Fig. 1: I/O pins on the die edge
Bar = 20 um. Pins as bars across the die edge, other pins in gray.
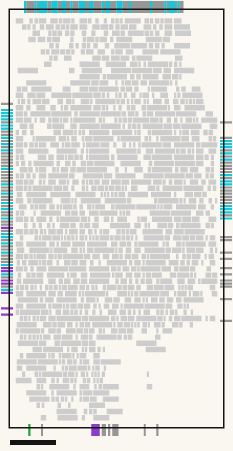
Fig. 2: the clock network
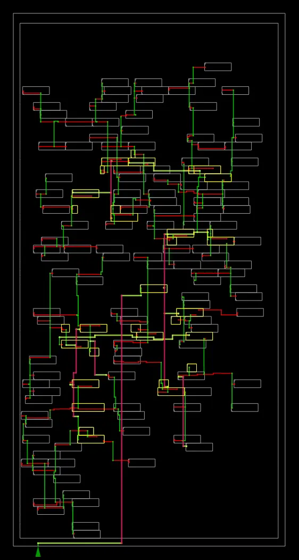
Fig. 3: gate-type map
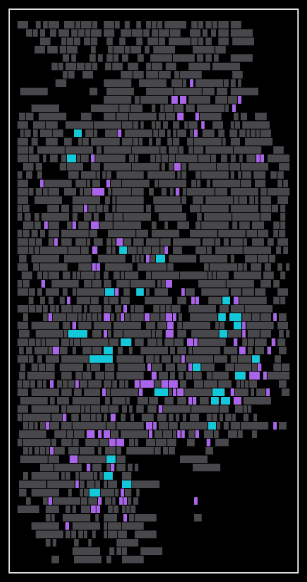
Fig. 4: wiring heat map
19 x 37 tiles, from white (low) to dark blue (high), scaled to the fullest tile. Values are wire area over tile area, all layers added.
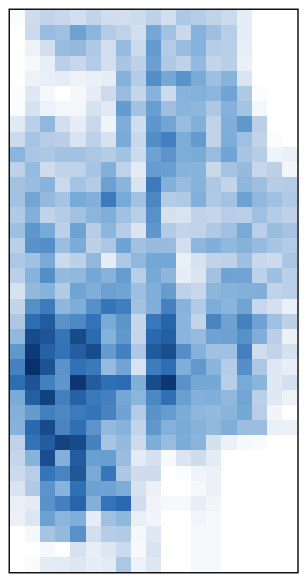
--- config.mk ---
export PLATFORM = sky130hd
export DESIGN_NAME = ib_endpoint_wr_unpacker
export DESIGN_NICKNAME = d
export VERILOG_FILES = /design/src/rtl/ib_endpoint_wr_unpacker.sv
export SDC_FILE = /design/constraint.sdc
export NUM_CORES = 1
export LEC_CHECK = 0
export CORE_ASPECT_RATIO = 2
export CORE_MARGIN = 2
export CORE_UTILIZATION = 51
export CTS_CLUSTER_SIZE = 24
export DETAILED_ROUTE_END_ITERATION = 10
export PLACE_DENSITY = 0.88
export SLEW_MARGIN = 40
export SYNTH_ARGS = -nofsm -noshare
export SYNTH_HDL_FRONTEND = slang
export SYNTH_SLANG_ARGS = --single-unit
export TNS_END_PERCENT = 30
--- constraint.sdc ---
create_clock -name CLK -period 5.2 [get_ports CLK]
set_input_delay 1.04 -clock CLK [delete_from_list [all_inputs] [get_ports CLK]]
set_output_delay 1.04 -clock CLK [all_outputs]
set_load 0.1 [all_outputs]
--- src/rtl/ib_endpoint_wr_unpacker.sv ---
// IB write endpoint: assembles the 64-bit header from DATA_WIDTH link words and streams payload to a user write port.
// Optional address window check enabled by defining IB_EP_ADDR_CHECK_EN (uses BASE_ADDR/LIMIT_ADDR).
//
// state   | meaning
// ST_HDR  | ready; collecting header words, pre-SOP words discarded
// ST_DATA | payload pass-through to the user port, back-pressured by WR_RDY
// ST_DROP | ready; swallowing the rest of a rejected packet up to EOP
module ib_endpoint_wr_unpacker #(
   parameter int          DATA_WIDTH = 64,
   parameter logic [31:0] BASE_ADDR  = 32'h0000_0000,
   parameter logic [31:0] LIMIT_ADDR = 32'hFFFF_FFFF
) (
   input  logic                    CLK,
   input  logic                    RESET_N,
   input  logic [DATA_WIDTH-1:0]   IB_DOWN_DATA,
   input  logic                    IB_DOWN_SOP_N,
   input  logic                    IB_DOWN_EOP_N,
   input  logic                    IB_DOWN_SRC_RDY_N,
   output logic                    IB_DOWN_DST_RDY_N,
   output logic [31:0]             WR_ADDR,
   output logic [DATA_WIDTH-1:0]   WR_DATA,
   output logic [DATA_WIDTH/8-1:0] WR_BE,
   output logic                    WR_REQ,
   input  logic                    WR_RDY,
   output logic [11:0]             WR_LENGTH,
   output logic                    WR_SOF,
   output logic                    WR_EOF,
   output logic                    ERR_DROP,
   output logic                    ERR_LEN
);

   localparam int HDR_WORDS = 64 / DATA_WIDTH;
   localparam int BW        = DATA_WIDTH / 8;
   localparam int K         = $clog2(BW);
   localparam int AW        = 32 - K;

   typedef enum logic [1:0] {ST_HDR, ST_DATA, ST_DROP} state_t;

   state_t      state_q, state_d;
   logic [1:0]  hdr_cnt_q, hdr_cnt_d;
   logic [63:0] hdr_buf_q, hdr_buf_d;
   logic [31:0] addr_q, addr_d;
   logic [11:0] len_q, len_d;
   logic [12:0] nwords_q, nwords_d;
   logic [12:0] word_cnt_q, word_cnt_d;
   logic        err_drop_q, err_drop_d;
   logic        err_len_q, err_len_d;
   logic        live_q, live_d;

   logic          dst_rdy_n;
   logic          xfer;
   logic          sop, eop;
   logic [1:0]    hdr_idx;
   logic          hdr_take, hdr_last;
   logic [63:0]   hdr_full;
   logic [11:0]   hdr_len;
   logic [3:0]    hdr_type;
   logic [31:0]   hdr_addr;
   logic [12:0]   hdr_len13;
   logic [12:0]   hdr_nwords;
   logic          range_ok, pkt_ok;
   logic          word_last;
   logic [K-1:0]  lane_end;
   logic [BW-1:0] first_mask, last_mask;
   logic [15:0]   unused_tag;

   assign sop  = !IB_DOWN_SOP_N;
   assign eop  = !IB_DOWN_EOP_N;
   assign xfer = !IB_DOWN_SRC_RDY_N && !dst_rdy_n;

   // Header word slots fill least-significant first; a SOP always lands in slot 0.
   assign hdr_idx  = sop ? 2'd0 : hdr_cnt_q;
   assign hdr_take = xfer && (state_q == ST_HDR) && (sop || hdr_cnt_q != 2'd0);
   assign hdr_last = hdr_take && (hdr_idx == 2'(HDR_WORDS - 1));

   always_comb begin
      hdr_full = hdr_buf_q;
      for (int i = 0; i < HDR_WORDS; i++) begin
         if (hdr_idx == 2'(i)) hdr_full[i*DATA_WIDTH +: DATA_WIDTH] = IB_DOWN_DATA;
      end
   end

   assign hdr_len    = hdr_full[11:0];
   assign hdr_type   = hdr_full[15:12];
   assign hdr_addr   = hdr_full[47:16];
   assign unused_tag = hdr_full[63:48];
   assign hdr_len13  = {(hdr_len == 12'd0), hdr_len};
   assign hdr_nwords = ((13'(hdr_addr[K-1:0]) + hdr_len13 - 13'd1) >> K) + 13'd1;

`ifdef IB_EP_ADDR_CHECK_EN
   assign range_ok = ({1'b0, hdr_addr} >= {1'b0, BASE_ADDR}) &&
                     ({1'b0, hdr_addr} + {20'd0, hdr_len13} - 33'd1 <= {1'b0, LIMIT_ADDR});
`else
   logic [63:0] unused_range;
   assign unused_range = {BASE_ADDR, LIMIT_ADDR};
   assign range_ok     = 1'b1;
`endif

   assign pkt_ok = (hdr_type == 4'h1) && range_ok;

   // 4096-byte packets have zero low length bits, so len_q's low bits give the end lane directly.
   assign word_last  = (word_cnt_q == nwords_q - 13'd1);
   assign lane_end   = addr_q[K-1:0] + len_q[K-1:0] - K'(1);
   assign first_mask = {BW{1'b1}} << addr_q[K-1:0];
   assign last_mask  = {BW{1'b1}} >> (K'(BW - 1) - lane_end);

   always_comb begin
      dst_rdy_n = 1'b1;
      WR_REQ    = 1'b0;
      WR_ADDR   = '0;
      WR_DATA   = '0;
      WR_BE     = '0;
      WR_SOF    = 1'b0;
      WR_EOF    = 1'b0;
      if (live_q) begin
         dst_rdy_n = 1'b0;
         if (state_q == ST_DATA) begin
            dst_rdy_n = !WR_RDY;
            WR_REQ    = !IB_DOWN_SRC_RDY_N;
            WR_ADDR   = {addr_q[31:K] + AW'(word_cnt_q), {K{1'b0}}};
            WR_DATA   = IB_DOWN_DATA;
            WR_SOF    = (word_cnt_q == 13'd0);
            WR_EOF    = word_last;
            WR_BE     = {BW{1'b1}};
            if (word_cnt_q == 13'd0) WR_BE = WR_BE & first_mask;
            if (word_last)           WR_BE = WR_BE & last_mask;
         end
      end
   end

   assign IB_DOWN_DST_RDY_N = dst_rdy_n;
   assign WR_LENGTH         = len_q;
   assign ERR_DROP          = err_drop_q;
   assign ERR_LEN           = err_len_q;

   always_comb begin
      state_d    = state_q;
      hdr_cnt_d  = hdr_cnt_q;
      hdr_buf_d  = hdr_buf_q;
      addr_d     = addr_q;
      len_d      = len_q;
      nwords_d   = nwords_q;
      word_cnt_d = word_cnt_q;
      err_drop_d = 1'b0;
      err_len_d  = 1'b0;
      live_d     = 1'b1;
      case (state_q)
         ST_HDR: begin
            if (hdr_take) begin
               hdr_buf_d = hdr_full;
               hdr_cnt_d = hdr_last ? 2'd0 : hdr_idx + 2'd1;
               if (hdr_last) begin
                  err_drop_d = !pkt_ok;
                  if (eop) begin
                     err_len_d = 1'b1;
                  end else if (pkt_ok) begin
                     addr_d     = hdr_addr;
                     len_d      = hdr_len;
                     nwords_d   = hdr_nwords;
                     word_cnt_d = 13'd0;
                     state_d    = ST_DATA;
                  end else begin
                     state_d = ST_DROP;
                  end
               end
            end
         end
         ST_DATA: begin
            if (xfer) begin
               word_cnt_d = word_cnt_q + 13'd1;
               if (eop) begin
                  err_len_d  = !word_last;
                  word_cnt_d = 13'd0;
                  state_d    = ST_HDR;
               end else if (word_last) begin
                  err_len_d  = 1'b1;
                  word_cnt_d = 13'd0;
                  state_d    = ST_DROP;
               end
            end
         end
         ST_DROP: begin
            if (xfer && eop) state_d = ST_HDR;
         end
         default: state_d = ST_HDR;
      endcase
   end

   always_ff @(posedge CLK or negedge RESET_N) begin
      if (!RESET_N) begin
         state_q    <= ST_HDR;
         hdr_cnt_q  <= '0;
         hdr_buf_q  <= '0;
         addr_q     <= '0;
         len_q      <= '0;
         nwords_q   <= '0;
         word_cnt_q <= '0;
         err_drop_q <= 1'b0;
         err_len_q  <= 1'b0;
         live_q     <= 1'b0;
      end else begin
         state_q    <= state_d;
         hdr_cnt_q  <= hdr_cnt_d;
         hdr_buf_q  <= hdr_buf_d;
         addr_q     <= addr_d;
         len_q      <= len_d;
         nwords_q   <= nwords_d;
         word_cnt_q <= word_cnt_d;
         err_drop_q <= err_drop_d;
         err_len_q  <= err_len_d;
         live_q     <= live_d;
      end
   end

endmodule

==> out/results.txt <==
status - complete, no violations
clock sink count - 123
Setup-failing EPs final - 0
final instance area - 0.01069 mm2
Slew Viols, Final - 0
Ys Warns - 0
Port Buf Inserts - 188
vias in the first global route - 7,621
Mean Syn Cell Area - 9.021 um2
crit path to - WR_ADDR[23]
Worst Hold Class - flip-flop to flip-flop
Tmin final - 5.094 ns
hold depth - 2
synth unique cells - 75
Worst Skew - 0.009888 ns
TritonCTS clock tree - yes
NetSw - 0.001417 W
type of the worst setup path - flip-flop to output pin
minimum hold slack - 0.4809 ns
post-cts hold-fix buffer tally - 0
Std-Cell Rows - 65
cell count after synthesis - 905
RSZ-0062 raised after global routing - no
die width - 93.47 um
seq_cells - 123
Non-clock buffering overhead - 17.56%
H-tree Lvls - 4
First DRT Iteration DRCs - 366
critical path required time - 4.16 ns
CP max-delay cell - o41a_1
Yosys Instances - 905
Fin Setup TNS - 0 ns
cell count along the critical path - 12
Clock Latency Late Sink - 0.41 ns
largest buffer count on any clock path - 2
measured slew at the worst slew-check pin - 0.7112 ns
r2r worst-path depth - 14
WL/cell - 18.40 um
Min-Delay Startpoint - WR_LENGTH[4]
fin nets - 1,193
Critical Path Most Common Cell - a21o_1
Initial Util - 52.01%
HPWL after DPL - 17,550 um
Clock-cell share - 5.243%
layout cells sized above 1 - 22.04%
Notes on Fig. 1 above:
- WR_LENGTH: purple (pins 12; direction output; edge 8 west, 4 south)
- CLK: green (pins 1; direction input; edge south)
- IB_DOWN_DATA: cyan (pins 64; direction input; edge 30 north, 22 west, 12 east)
- all pins by edge: 76 north, 63 west, 39 east, 14 south

Notes on Fig. 2 above:
clock group power: 0.00114 W
clock buffers: 20

Notes on Fig. 3 above:
- NOR gates: purple (cells 112; most used nor2_1)
- AND-OR and OR-AND gates: cyan (cells 27; most used a21o_1)

Notes on Fig. 4 above:
- mean over tiles: 0.23
- fullest tile: 0.67
- tiles over half the peak: 24%
- emptiest ninth of the die: south-east
- densest ninth of the die: west
- nearly empty tiles: 12%

cell families after synthesis:
kind of cell	count (synthesis)	share of synthesized area, %
buffers and inverters	82	4.030
and+or+nand+nor	347	21.72
muxes	84	10.85
adders and majority gates	39	6.038
DFF	123	37.70
AOI/OAI and AO/OA	165	12.72
other	2	0.09199
xor gates and xnor gates	63	6.851
routing by layer:
| metal | vias up | routed length [um] |
|---|---|---|
| li1 | 3551 | - |
| met4 | 0 | 1572 |
| met1 | 3628 | 8522 |
| met5 | - | 0 |
| met2 | 303 | 12690 |
| met3 | 100 | 1111 |
placed cells by master, fill, tap and decap left out, types with 4 or more instances in the layout:
cell type        instances
o31ai_1                  4
and3_1                  73
nor2_1                  78
buf_12                  24
or3_1                    8
clkinv_4                 4
nand4_1                  7
nand3_1                 15
nor2b_1                  6
nand2_1                 98
nor3b_1                  6
o21ai_0                 77
ha_1                    36
clkbuf_16               17
nor4_1                   5
a21oi_1                 34
nor3_1                   7
mux2i_1                 48
or4_1                    4
buf_2                   79
xor2_1                  35
a31oi_1                  4
xnor2_1                 27
nor2_2                   6
buf_4                   39
nand2b_1                 5
dfrtp_1                121
and2_1                   5
conb_1                   4
clkdlybuf4s50_1         68
mux2_2                  36
inv_1                   29
o31a_1                   4
a21o_1                   9
state kept, by name, indices dropped and copies added (netlist names), 2 cells and up:
| name | count |
|---|---|
| hdr_buf_q | 48 |
| word_cnt_q | 13 |
| addr_q | 32 |
| hdr_cnt_q | 2 |
| state_q | 2 |
| nwords_q | 11 |
| WR_LENGTH | 12 |
repair_timing:
action                                  4_1_cts  5_1_grt
endpoints found under the setup margin        5       13
buffers inserted                              0        0
pin swaps                                     0        2
resized                                       2        8
No activity file was given, so power comes from the tool's default toggle rates.
